Design ff_frame_player, sky130hd; sources not shown.
Fig. 1: floorplan with the power grid
Scale bar: 100 µm. Pins as bars on the die edge. Tap cells in gray.
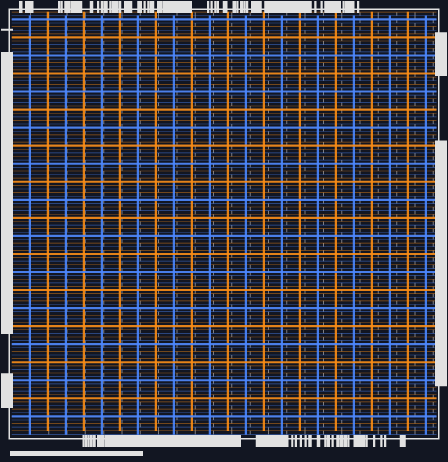
VDD: marked orange. VSS: marked blue.
1,368 tap cells. 118 met1 rails follow the rows.
Vert. Die Dim: 322.6 µm
Peak supply drop: 0.9278 mV
die width: 322.6 µm
placeable core region: 101,900 µm²

Fig. 2: placement by cell class
Scale bar: 100 µm.
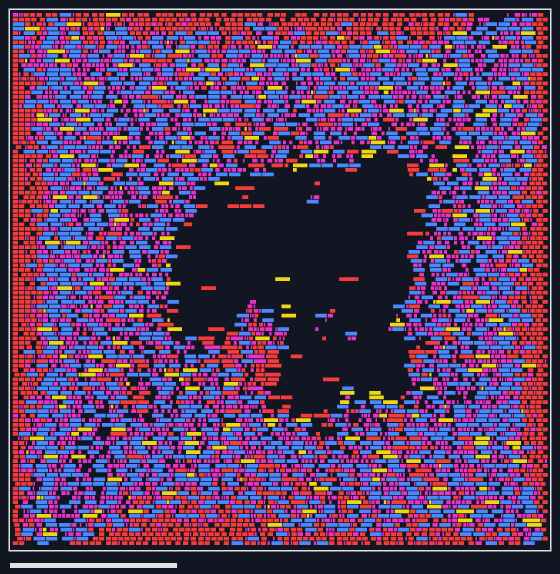
all other logic: marked magenta, cells 3,302, share of their area 32%. flops: marked blue, cells 1,314, share of their area 36%. clock drivers and dummy loads: marked yellow, cells 246, share of their area 6.4%. other buffers and delay cells: marked red, cells 1,630, share of their area 25%.
sequential fraction of total cell area: 0.3546
total number of placement rows: 117

Fig. 3: clock network drawn from the DEF
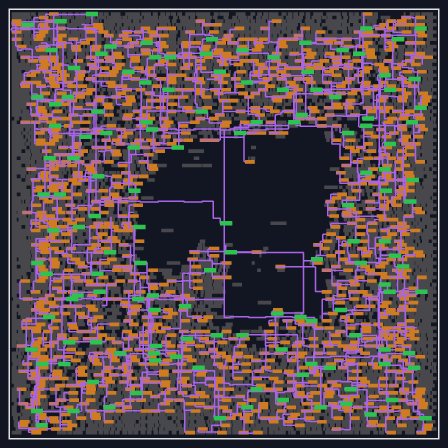
flip-flops: marked orange, count 1,314. clock wires: marked purple, length 15,800 µm. cells driving clock nets: marked green, count 138.
There are 139 routed clock nets. Position of the flops: all over the die.
Clk. pwr: 0.0261 W
Insertion Delay late pin: 0.76 ns
clock share of power: 0.434

Fig. 4: wiring by layer
Scale bar: 100 µm. Two of the layers only.
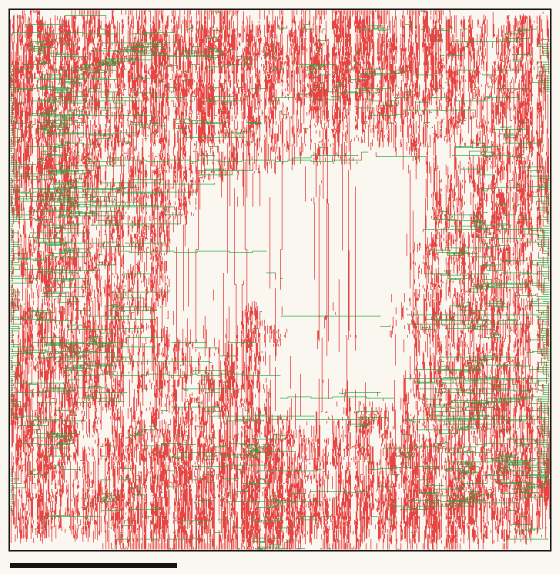
met3: marked green, wire length 13,300 µm. met2: marked red, wire length 85.9 mm.
Global Route Usage Sum: 0.3147
per-cell routed wire length: 22.71 µm

Fig. 5: placed standard cells
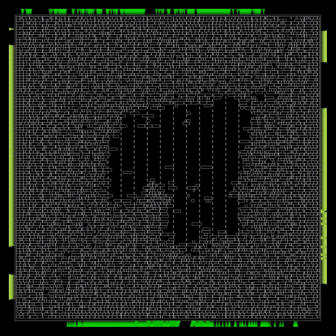
filler-free cell count of the finished design: 7,870
TAP cells: 1,368
total of fill cells in the finished design: 6,138
flop count: 1,314

==> summary.txt <==
Results of the implementation run.

The most used logic cell in the final layout is dfxtp_1. Summed over all layers, the routed wires come to 178,700 µm. The flow ran to the end, but the final reports show violations. The floorplan step records an initial core utilization of 0.5044. The area of the multi-input gates is 23,330 µm². Walking the worst path, the cells encountered are and3_4 -> buf_6 -> a41o_4 -> buf_12 -> buf_16 -> buf_12 -> clkbuf_16 -> and3_4 -> a211o_1. The share of synthesized registers carrying an async set or reset came out at 0. The post-layout worst setup margin came out at -0.2212 ns. The number of sinks handled by clock tree synthesis is 1,314.

The clock H-tree reported by CTS has 4 levels. The cell type contributing the most total cell area after synthesis is dfxtp_1. The tally of clock buffers in the finished layout is 211. The worst hold path passes through 3 cells. The total inserted antenna cells is 10. The share of the synthesized netlist area taken by xor and xnor gates came out at 0.001534. The wire length of the first global-routing pass came out at 260,800 µm.

The number of nets in the layout is 7,041. The required time of the worst setup path is 2.48 ns. Setup repair after global routing could not meet its margin everywhere. The total nets after synthesis came out at 5,774. The number of hold-slack violations in the final timing report came out at 0. The maximum number of pins on one net before global-route repair came out at 193. The number of port buffers is 680.

The combinational share of power came out at 0.110. For this run, combinational gates with multiple inputs come to 3,296. In this design, the largest share of critical-path delay is due to buffers and inverters. The ratio of final minimum period to clock period came out at 1.111. The total internal power is 0.04569 W. Yosys reports the multiplexer fraction of the synthesized area as 0.1264. Ranked by total area, the top cell class in this layout is sequential cells.

The number of global-route vias before repair was 47,091. The top fanout value on the critical path is 5. The total net switching power came out at 0.01445 W. The final reports fail on setup timing. Of the total power, registers draw 0.456. Across the whole layout, storage elements account for 26,310 µm². The register with the most flip-flops in the layout has 649 of them. The power attributed to combinational cells is 0.00662 W. The worst setup path is captured at a flop.

The register-to-register setup slack is -0.22 ns. The number of pins exceeding their max-slew limit in the final report is 0. The clock-pin slew on the worst setup and hold paths is 0.06 ns.

The total overflow reported by the global router is 0. After synthesis, the most frequently instantiated cells are dfxtp_1 (1,314), and3_1 (1,247), nor2_1 (664), mux2i_1 (649), a211o_1 (622). The starting DRC count in detailed routing is 4,596. Power spread over the standard cell area amounts to 810.5 nW/µm².

The last weighted congestion value of the routability-driven placer is 0.8399. Non-clock buffers in the final layout number 1,630. Leaving out fill and tap cells, the most frequent cells in the layout are dfxtp_1 (1,310), and3_1 (1,187), clkdlybuf4s50_1 (663). In this run the post-CTS setup repair buffer count came out at 17.

The top flip-flop cell by instance count after synthesis is dfxtp_1. The final setup violation count is 665.
-- routing by layer --
layer  wire, µm  track usage  up-vias
met1      70380       0.3833    22891
met5         72            0        -
met4       9040       0.1701       12
li1           -            -    20993
met3      13320      0.05902      603
met2      85920       0.5248     2447
-- through the flow --
stage | instances | instance area, µm² | hold slack [ns] | power [W]
floorplan | 5119 | 51430 | 0.1216 | 0.03005
global placement | 6897 | 60790 | 0.2736 | 0.03256
detailed placement | 6897 | 60790 | 0.2739 | 0.03263
CTS | 7803 | 72710 | 0.00002726 | 0.05946
global route | 7868 | 74200 | 0.005738 | 0.06172
finish | 7870 | 74200 | 0.03026 | 0.06014
Power is estimated from default activity; no workload was simulated.
